m1.png
Scale bar: 50 µm. Cells faint in the background.
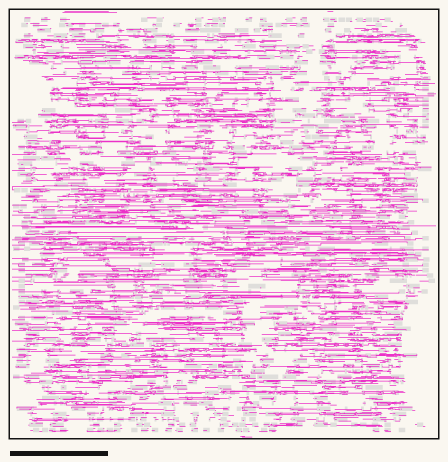
m2.png
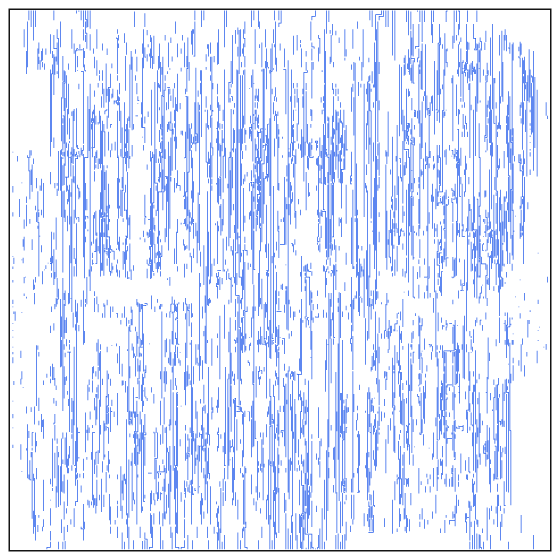
m3.png
Scale bar: 50 µm.
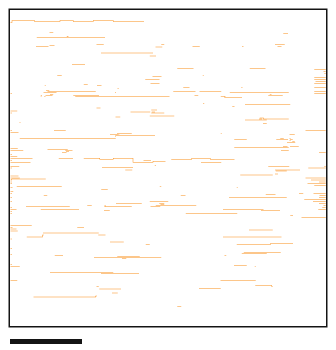
==> config.mk <==
export PLATFORM = sky130hd
export DESIGN_NAME = adc_runup_ctl
export DESIGN_NICKNAME = d
export VERILOG_FILES = /design/src/rtl/adc_runup_ctl.sv
export SDC_FILE = /design/constraint.sdc
export NUM_CORES = 1
export LEC_CHECK = 0
export ABC_AREA = 1
export CAP_MARGIN = 20
export CELL_PAD_IN_SITES_DETAIL_PLACEMENT = 0
export CELL_PAD_IN_SITES_GLOBAL_PLACEMENT = 2
export CORE_MARGIN = 1
export CORE_UTILIZATION = 31
export DETAILED_ROUTE_END_ITERATION = 16
export GPL_TIMING_DRIVEN = 0
export PLACE_DENSITY_LB_ADDON = 0.05
export SKIP_LAST_GASP = 1
export SLEW_MARGIN = 20
export SYNTH_ARGS = -nofsm -noshare
export SYNTH_HDL_FRONTEND = slang
export SYNTH_SLANG_ARGS = --single-unit
export TNS_END_PERCENT = 1
==> constraint.sdc <==
create_clock -name clk -period 4.8 [get_ports clk]
set_input_delay 0.96 -clock clk [delete_from_list [all_inputs] [get_ports clk]]
set_output_delay 0.96 -clock clk [all_outputs]
set_load 0.02 [all_outputs]
==> src/rtl/adc_runup_ctl.sv <==
// Multi-slope run-up/run-down sequencer for the integrating ADC front end.
// Drives the reference-current mux and comparator latch, and latches per-conversion counts.
module adc_runup_ctl #(
    parameter int unsigned RUNUP_PERIOD = 20,
    parameter logic [23:0] RUNDOWN_MAX  = 24'd100000,
    parameter logic [3:0]  REFMUX_NONE  = 4'b0000,
    parameter logic [3:0]  REFMUX_POS   = 4'b0001,
    parameter logic [3:0]  REFMUX_NEG   = 4'b0010,
    parameter logic [3:0]  REFMUX_RESET = 4'b1100
) (
    input  logic        clk,
    input  logic        reset,
    input  logic        adc_measure_trig_i,
    input  logic [31:0] p_clk_count_aperture_i,
    input  logic [23:0] p_clk_count_reset_i,
    input  logic        cmpr_val_i,
    output logic        adc_measure_valid_o,
    output logic [3:0]  adc_refmux_o,
    output logic        adc_cmpr_latch_o,
    output logic [31:0] clk_count_mux_sig_o,
    output logic [23:0] stat_count_refmux_pos_up_o,
    output logic [23:0] stat_count_refmux_neg_up_o,
    output logic [23:0] clk_count_rundown_o,
    output logic        rundown_timeout_o,
    output logic [5:0]  monitor_o
);

    localparam int unsigned   PW         = (RUNUP_PERIOD > 1) ? $clog2(RUNUP_PERIOD) : 1;
    localparam logic [PW-1:0] PHASE_LAST = PW'(RUNUP_PERIOD - 1);

    typedef enum logic [2:0] {
        S_IDLE    = 3'd0,
        S_RESET   = 3'd1,
        S_SIG     = 3'd2,
        S_RUNDOWN = 3'd3,
        S_DONE    = 3'd4
    } state_t;

    state_t        state, state_n;
    logic [3:0]    refmux, refmux_n;
    logic          latch, latch_n, valid, valid_n, strobe, strobe_n;
    logic          sync1, sync2, cmpr_s;
    logic [PW-1:0] phase, phase_n;
    logic [23:0]   rcnt, rcnt_n, pos_cnt, pos_n, neg_cnt, neg_n, rd_cnt, rd_n;
    logic [31:0]   sig_cnt, sig_n, sig_next;
    logic          rd_dir, rd_dir_n;
    logic [31:0]   out_sig, out_sig_n;
    logic [23:0]   out_pos, out_pos_n, out_neg, out_neg_n, out_rd, out_rd_n;
    logic          timeout, timeout_n;
    logic [23:0]   rlimit, rd_next;
    logic          start_phase;

    function automatic logic [23:0] sat_inc(input logic [23:0] v);
        return (v == '1) ? v : v + 24'd1;
    endfunction

    assign cmpr_s   = sync2;
    assign rlimit   = (p_clk_count_reset_i == '0) ? 24'd1 : p_clk_count_reset_i;
    assign rd_next  = sat_inc(rd_cnt);
    assign sig_next = sig_cnt + 32'd1;

    always_comb begin
        state_n     = state;
        refmux_n    = refmux;
        latch_n     = latch;
        valid_n     = valid;
        strobe_n    = 1'b0;
        phase_n     = phase;
        rcnt_n      = rcnt;
        sig_n       = sig_cnt;
        pos_n       = pos_cnt;
        neg_n       = neg_cnt;
        rd_n        = rd_cnt;
        rd_dir_n    = rd_dir;
        out_sig_n   = out_sig;
        out_pos_n   = out_pos;
        out_neg_n   = out_neg;
        out_rd_n    = out_rd;
        timeout_n   = timeout;
        start_phase = 1'b0;

        case (state)
            S_IDLE, S_DONE: begin
                if (adc_measure_trig_i) begin
                    state_n  = S_RESET;
                    refmux_n = REFMUX_RESET;
                    latch_n  = 1'b0;
                    valid_n  = 1'b0;
                    phase_n  = '0;
                    rcnt_n   = '0;
                    sig_n    = '0;
                    pos_n    = '0;
                    neg_n    = '0;
                    rd_n     = '0;
                end
            end
            S_RESET: begin
                if (rcnt == rlimit - 24'd1) begin
                    state_n     = S_SIG;
                    phase_n     = '0;
                    start_phase = 1'b1;
                end else begin
                    rcnt_n = rcnt + 24'd1;
                end
            end
            S_SIG: begin
                sig_n = sig_next;
                if (phase == PHASE_LAST) begin
                    // Aperture is only checked at a phase wrap, so it rounds up to whole phases.
                    if (sig_next >= p_clk_count_aperture_i) begin
                        state_n  = S_RUNDOWN;
                        refmux_n = cmpr_s ? REFMUX_NEG : REFMUX_POS;
                        rd_dir_n = cmpr_s;
                    end else begin
                        phase_n     = '0;
                        start_phase = 1'b1;
                    end
                end else begin
                    phase_n = phase + 1'b1;
                end
            end
            S_RUNDOWN: begin
                rd_n = rd_next;
                if ((cmpr_s != rd_dir) || (rd_next >= RUNDOWN_MAX)) begin
                    state_n   = S_DONE;
                    refmux_n  = REFMUX_NONE;
                    latch_n   = 1'b1;
                    valid_n   = 1'b1;
                    out_sig_n = sig_cnt;
                    out_pos_n = pos_cnt;
                    out_neg_n = neg_cnt;
                    out_rd_n  = rd_next;
                    timeout_n = (cmpr_s == rd_dir);
                end
            end
            default: begin
                state_n  = S_IDLE;
                refmux_n = REFMUX_NONE;
                latch_n  = 1'b1;
                valid_n  = 1'b1;
            end
        endcase

        if (start_phase) begin
            strobe_n = 1'b1;
            if (cmpr_s) begin
                refmux_n = REFMUX_NEG;
                neg_n    = sat_inc(neg_cnt);
            end else begin
                refmux_n = REFMUX_POS;
                pos_n    = sat_inc(pos_cnt);
            end
        end
    end

    always_ff @(posedge clk) begin
        if (reset) begin
            state   <= S_IDLE;
            refmux  <= REFMUX_NONE;
            latch   <= 1'b1;
            valid   <= 1'b1;
            strobe  <= 1'b0;
            sync1   <= 1'b0;
            sync2   <= 1'b0;
            phase   <= '0;
            rcnt    <= '0;
            sig_cnt <= '0;
            pos_cnt <= '0;
            neg_cnt <= '0;
            rd_cnt  <= '0;
            rd_dir  <= 1'b0;
            out_sig <= '0;
            out_pos <= '0;
            out_neg <= '0;
            out_rd  <= '0;
            timeout <= 1'b0;
        end else begin
            state   <= state_n;
            refmux  <= refmux_n;
            latch   <= latch_n;
            valid   <= valid_n;
            strobe  <= strobe_n;
            sync1   <= cmpr_val_i;
            sync2   <= sync1;
            phase   <= phase_n;
            rcnt    <= rcnt_n;
            sig_cnt <= sig_n;
            pos_cnt <= pos_n;
            neg_cnt <= neg_n;
            rd_cnt  <= rd_n;
            rd_dir  <= rd_dir_n;
            out_sig <= out_sig_n;
            out_pos <= out_pos_n;
            out_neg <= out_neg_n;
            out_rd  <= out_rd_n;
            timeout <= timeout_n;
        end
    end

    assign adc_measure_valid_o        = valid;
    assign adc_refmux_o               = refmux;
    assign adc_cmpr_latch_o           = latch;
    assign clk_count_mux_sig_o        = out_sig;
    assign stat_count_refmux_pos_up_o = out_pos;
    assign stat_count_refmux_neg_up_o = out_neg;
    assign clk_count_rundown_o        = out_rd;
    assign rundown_timeout_o          = timeout;
    assign monitor_o                  = {valid, strobe, sync2, state};

endmodule

==> results.yml <==
# synthesis and place-and-route metrics
clocking:
  postCtsSetupBuffers: 0
  ctsResizeCount: 6
  cts_max_path_buffers: 3
  clock_sinks: 249
critical_path:
  cp-startpoint: "sig_cnt[3]"
  endpoint_kind: "register"
  crit_slowest_cell: "dfxtp_1"
final_timing:
  slew_headroom: 0.3061
  min_period_ps: 4292
  drv_slew: 0
  hold_viol: 0
  finalCritPeriodShare: 0.8941
layout:
  layout_top_cells: "nand2_1 (553), dfxtp_1 (246), a21oi_1 (235)"
  sh_comb_area: 0.4492
  stdcell_count: 3034
  comb_area_um2: 8190
  sh_seq_area: 0.2736
  final_common_cell: "nand2_1"
logic_synthesis:
  ff_type: "dfxtp_1"
  xor_share: 0.05609
  top_cells_by_area: "dfxtp_1 (34%), nand2_1 (14%), a21oi_1 (8.1%)"
  top_area_frac: 0.3432
  ys_types: 46
  netlist.top_cell.by_area: "dfxtp_1"
  netlist_area_um2: 14520
  ys_warn_count: 0
run_status:
  outcome: "complete, no violations"
drt:
  wl_met3_um: 2243
  wl_per_cell_um: 16.94
  drt-initial-drc-count: 886
  drc: 0
grt:
  met1_usage: 0.2881
  grt_pass1_wl_um: 81610
  use_met3: 0.02825
pwr:
  powerClk_mw: 2.62
  comb_power_mw: 1.08
  power_density_nw_per_um2: 321.6
  switching_power_mw: 1.857
  powerSeq_mw: 2.17
worst_hold_path:
  hold_path_startpoint: "sync1"
  hold_end: "cmpr_s"
floorplan:
  io_pins: 177
  coreArea_um2: 45770
  tap-cell-count: 600
placed_design:
  dp.cells: 2974
  place_area_um2: 17040
-- m1.png (at the start) --
The wires run mostly horizontal. The layer carries 24.1 mm of wire.

-- m2.png (at the start) --
The longest straight run is 116 µm. The layer holds 47% of the routed length. The wires run mostly vertical. 1991 nets have wire on it. The layer carries 24.0 mm of wire.
met2 usage: 0.3691
DR vias: 15010
total detailed-routing wirelength: 51410 µm

-- m3.png (at the start) --
The layer carries 2240 µm of wire. The layer holds 4.4% of the routed length.

No activity file was given, so power comes from the tool's default toggle rates.
